Design bank_ctr_readout, sky130hd; sources not shown.
### I/O nets highlighted, run 1

Bar = 50 um.
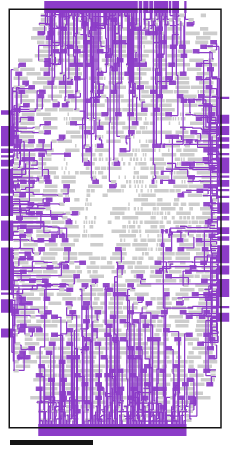
[purple] ctr_in | direction: input | edge: 97 bottom, 83 top, 76 left, 64 right | end cells: 332 | wire: 13100 um
IO Port Bufs: 344
I/O pin count: 345

### Sequential cells colored by netlist name, run 1

Other sequential cells in the stronger gray, the rest of the logic in the fainter gray.
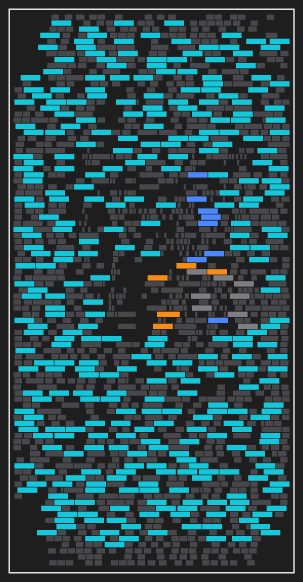
[blue] out_data | placed flops: 8
[cyan] snap_q | placed flops: 320 | where: widely spread
[orange] out_idx | placed flops: 5 | where: middle
not colored: 8
sequential power: 4.21 mW
register area: 0.00854 mm2
Final Util: 0.671
sequential cell area share: 0.414

### Routing congestion, run 1

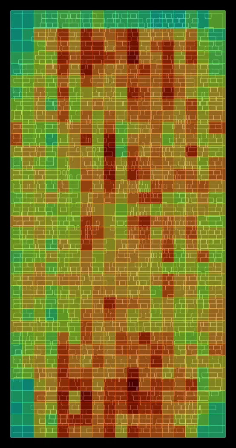
met3 usage: 0.0405
GR Util met1: 0.276
Tot GR Track Use: 0.275
met2 Resource Use GR: 0.523

==> out/qor.csv, run 1 <==
metric,value,unit
status,finished clean,
hold buffers post-CTS,1,
dominant logic cell types in the final layout,"clkdlybuf4s50_1 (343), dfrtp_1 (340), mux2_2 (321), nand2_1 (87), mux4_2 (68)",
pin count of the biggest net entering global routing,145,
Post-CTS Setup Bufs,0,
R2R depth,9,
"critical path, cell by cell",ha_4 -> buf_4 -> mux2i_1 -> mux4_2 -> mux2i_1 -> mux2i_1 -> o31ai_4 -> nand2_1 -> a221oi_2,
LEAKAGE,8.52,nW
headroom to the max-slew limit,0.456,
Least-Margin Pin Slew,0.816,ns
Worst Setup Start Kind,flop,
Reg power frac,0.414,
clk_lat worst skew,0.58,ns
initial antenna violation count,13,
Max Used Layer,met4,
number of cells in Yosys stat,1050,
CP arrival,3.71,ns
nets,1709,
initial core utilization,0.509,
Top power group,registers,
worst setup path class,reg -> reg,
Post-synth regs,341,
critical path endpoint category,flop,
Ant. Diodes,13,
clock network power share,0.275,
Tap Count,372,
Psw,2.92,mW
Sw Ratio,0.287,
grt total ovfl,0,
Area contributors post-synth,"dfrtp_1 (55%), mux2_2 (23%), mux4_2 (9.8%), mux2i_1 (3.6%), nand2_1 (2.1%)",
Routability Congestion,0.828,
total number of vias,10041,
Area-dominant class,sequential cells,
DRT Pass-1 Iters,4,
Fmax,291,MHz
Layout fillers,2328,
P_int,7.25,mW
worst path buffer plus inverter count,1,
post-route insts no fill,1788,
Clock Sinks,341,
final hold violations,0,
clk buf depth,3,
"most used cell, CP",mux2i_1,
Die X,127,um
simple-gate share of the synthesized area,0.0343,
Routed WL,42.6,mm
root buffer cell,clkbuf_16,
peak supply drop,349,uV
max-cap violation count,0,
"slowest stage delay, CP",0.57,ns
P_clk,2.80,mW
Post-Syn Instances,1050,
CTS buffer count,31,
Worst path depth,9,
Multi-In Gates,637,
pwr/cell area,493,mW/mm2
seq_cells,341,
vias in the first global route,11368,
Post-synth mux share,0.365,
Final setup viols,0,
Non-clk invs,2,
aoi share,0.0271,
Max Transition Viols Final,0,
Inst Count DP,1718,
Cell Type Count,37,
setup TNS,0,ns
post_cts resized,0,
GRT Max-Usage Layer,met2,
Adder Area Share,0.00240,
leading area contributor after synthesis,dfrtp_1,
final instance area,0.0206,mm2
yosys warns,0,
"Chip Area, Yosys",0.0156,mm2
net count after synthesis,1379,
OpenROAD warning count,31,
Routed met1 length,14.2,mm
combinational share of cell area,0.330,
run 1: kinds of logic (layout without fill, tap and decap cells):
logic type | after synthesis | in the layout
xor gates and xnor gates | 3 | 3
muxes | 445 | 445
AOI/OAI and AO/OA | 57 | 57
buffers and inverters | 72 | 425
DFF | 341 | 341
adders and majority gates | 3 | 3
and+or+nand+nor | 129 | 129
other | 0 | 13
run 1: tightest hold or removal path, cell delays in order (launching register included):
cell and delay [ns]:
dfrtp_1 0.35, nand2_1 0.05, o21ai_0 0.06
run 1: synth_stat cells, types with 5 or more instances:
library cell,n
buf_6,5
dfrtp_1,341
mux2i_1,56
o21ai_0,20
a21oi_1,10
o211ai_1,8
nor2_1,15
nand2_1,87
mux2_2,321
mux4_2,68
clkbuf_1,30
a221oi_2,8
buf_2,32
nand3_1,17
### Met2 routing, run 1

Cells faint in the background.
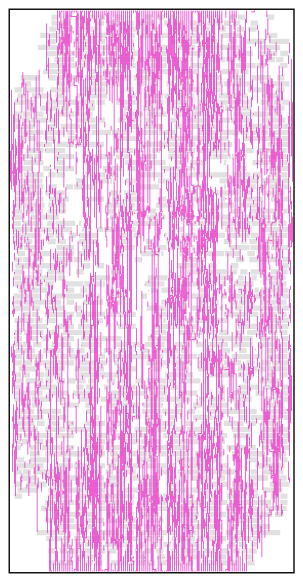

==> run 2: changes to the inputs <==
==> constraint.sdc (replaced) <==
create_clock -name CLK -period 3.2 [get_ports CLK]
set_clock_uncertainty 0.2 [all_clocks]
set_input_delay 0.48 -clock CLK [delete_from_list [all_inputs] [get_ports CLK]]
set_output_delay 0.48 -clock CLK [all_outputs]
set_load 0.005 [all_outputs]
### Met2 routing, run 2

Cells faint in the background.
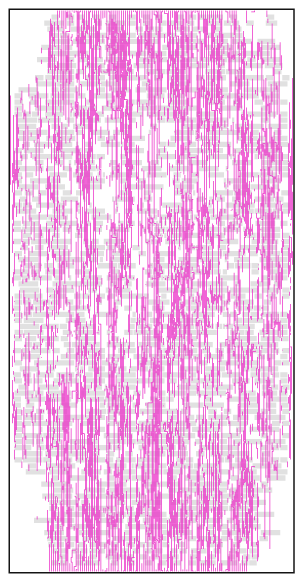
nets with wire on the layer: 1591
main direction: vertical
share of all routed wire: 55%
wire length on this layer: 23.8 mm
longest straight run: 86.0 um
total number of vias: 10168
Routed WL: 43.5 mm

### Routing congestion, run 2

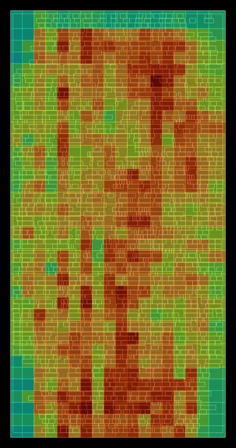
GR Util met1: 0.293
Tot GR Track Use: 0.280
routed length per instance: 24.1 um

==> out/qor.csv, run 2 <==
metric,value,unit,change
final hold violations,0,,unchanged
vias in the first global route,11549,,+1.6%
max-cap violation count,0,,unchanged
met3 usage,0.0413,,+0.000848
status,finished clean,,
"Seq share, synth",0.546,,
"critical path, cell by cell",inv_2 -> ha_4 -> buf_4 -> mux2i_1 -> mux4_2 -> mux2i_4 -> mux2i_4 -> o31ai_4 -> nand2_1 -> a221oi_2,,
Worst Path Max Fanout,7,,
nets,1723,,+0.82%
Fmax,332,MHz,+14%
LEAKAGE,8.57,nW,+0.60%
critical path endpoint category,flop,,
die area,0.0320,mm2,
pwr/cell area,670,mW/mm2,+36%
OpenROAD warning count,27,,-13%
clock network power share,0.262,,-0.013
"slowest stage delay, CP",0.52,ns,-0.05 ns
final setup margin,0.185,ns,
Adder Area Share,0.00240,,unchanged
Reg power frac,0.420,,+0.006
Post-Syn Instances,1050,,unchanged
Post-CTS Setup Bufs,0,,unchanged
Routed Antenna Nets,0,,
Routability Congestion,0.826,,-0.25%
Psw,4.04,mW,+38%
yosys warns,0,,unchanged
Top power group,registers,,
leading area contributor after synthesis,dfrtp_1,,
IO Port Bufs,344,,unchanged
worst setup path class,reg -> reg,,
Routed met1 length,14.3,mm,+1.1%
FF-to-FF setup slack,0.19,ns,
Inst Count DP,1731,,+0.76%
initial core utilization,0.509,,unchanged
Max Used Layer,met4,,
DRT Pass-1 Iters,4,,unchanged
setup TNS,0,ns,unchanged
dominant logic cell types in the final layout,"clkdlybuf4s50_1 (343), dfrtp_1 (340), mux2_2 (321), nand2_1 (87), mux4_2 (68)",,
Area contributors post-synth,"dfrtp_1 (55%), mux2_2 (23%), mux4_2 (9.8%), mux2i_1 (3.6%), nand2_1 (2.1%)",,
Max Transition Viols Final,0,,unchanged
die height,252,um,
Clock Sinks,341,,unchanged
aoi share,0.0271,,unchanged
Post-synth regs,341,,unchanged
clk buf depth,3,,unchanged
"most used cell, CP",mux2i_4,,
headroom to the max-slew limit,0.522,,+0.0656
number of cells in Yosys stat,1050,,unchanged
grt total ovfl,0,,unchanged
clk_lat worst skew,0.56,ns,-0.02 ns
Final setup viols,0,,unchanged
I/O pin count,345,,unchanged
peak supply drop,496,uV,+42%
R2R depth,10,,+1
top post-synthesis cells by count,"dfrtp_1 (341), mux2_2 (321), nand2_1 (87), mux4_2 (68), mux2i_1 (56)",,
Least-Margin Pin Slew,0.718,ns,-0.0984 ns
worst path buffer plus inverter count,2,,+1
GRT Max-Usage Layer,met2,,
Cell Type Count,37,,unchanged
pin count of the biggest net entering global routing,85,,-41%
"Chip Area, Yosys",0.0156,mm2,unchanged
Post-synth mux share,0.365,,unchanged
Worst path depth,10,,+1
met2 Resource Use GR,0.501,,-0.0224
top-count cell post-synth,dfrtp_1,,
CP arrival,3.29,ns,-0.42 ns
simple-gate share of the synthesized area,0.0343,,unchanged
Die X,127,um,unchanged
CTS buffer count,31,,unchanged
post-route insts no fill,1801,,+0.73%
Sw Ratio,0.291,,+0.00358
P_clk,3.63,mW,+30%
Logic pwr share,0.319,,
initial antenna violation count,12,,-1
Worst Setup Start Kind,flop,,
### Sequential cells colored by netlist name, run 2

Other sequential cells in the stronger gray, the rest of the logic in the fainter gray.
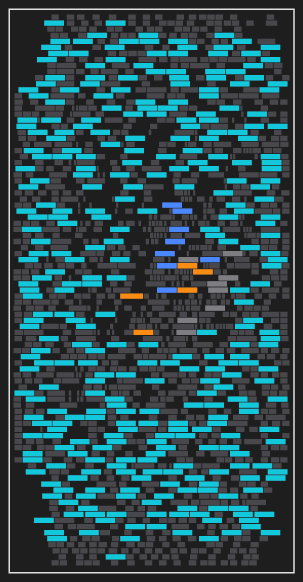
[blue] out_data | placed flops: 8 | where: middle
[cyan] snap_q | placed flops: 320 | where: widely spread
[orange] out_idx | placed flops: 5
not colored: 8
sequential power: 5.83 mW
sequential cell area share: 0.411
Final Util: 0.675

## run 2: cell type report
type                       count  area (um2)
antenna                       13        32.5
clock buffer                  48         920
clock inverter                 7        65.1
fill                        2287        9990
inverter                       2        7.51
multi-input combinational    637        6830
sequential                   341        8540
tap                          372         465
timing repair buffer         381        3890
## run 2: per-stage QoR
stage	cell area [um2]	total power, mW	hold WS (ns)
5_1_grt	20800	14.6	0.271
3_5_place_dp	19700	10.3	0.239
2_1_floorplan	15600	8.57	-0.0156
3_3_place_gp	19700	10.1	0.234
6_report	20800	13.9	0.234
4_1_cts	20600	13.9	0.222
## run 2: what timing repair did
| item | in CTS | in global routing |
|---|---|---|
| endpoints found under the setup margin | 0 | 4 |
| endpoints found under the hold margin | 49 | 0 |
| hold buffers | 1 | 0 |
| gates resized | 0 | 10 |
Power and IR drop assume default switching activity.
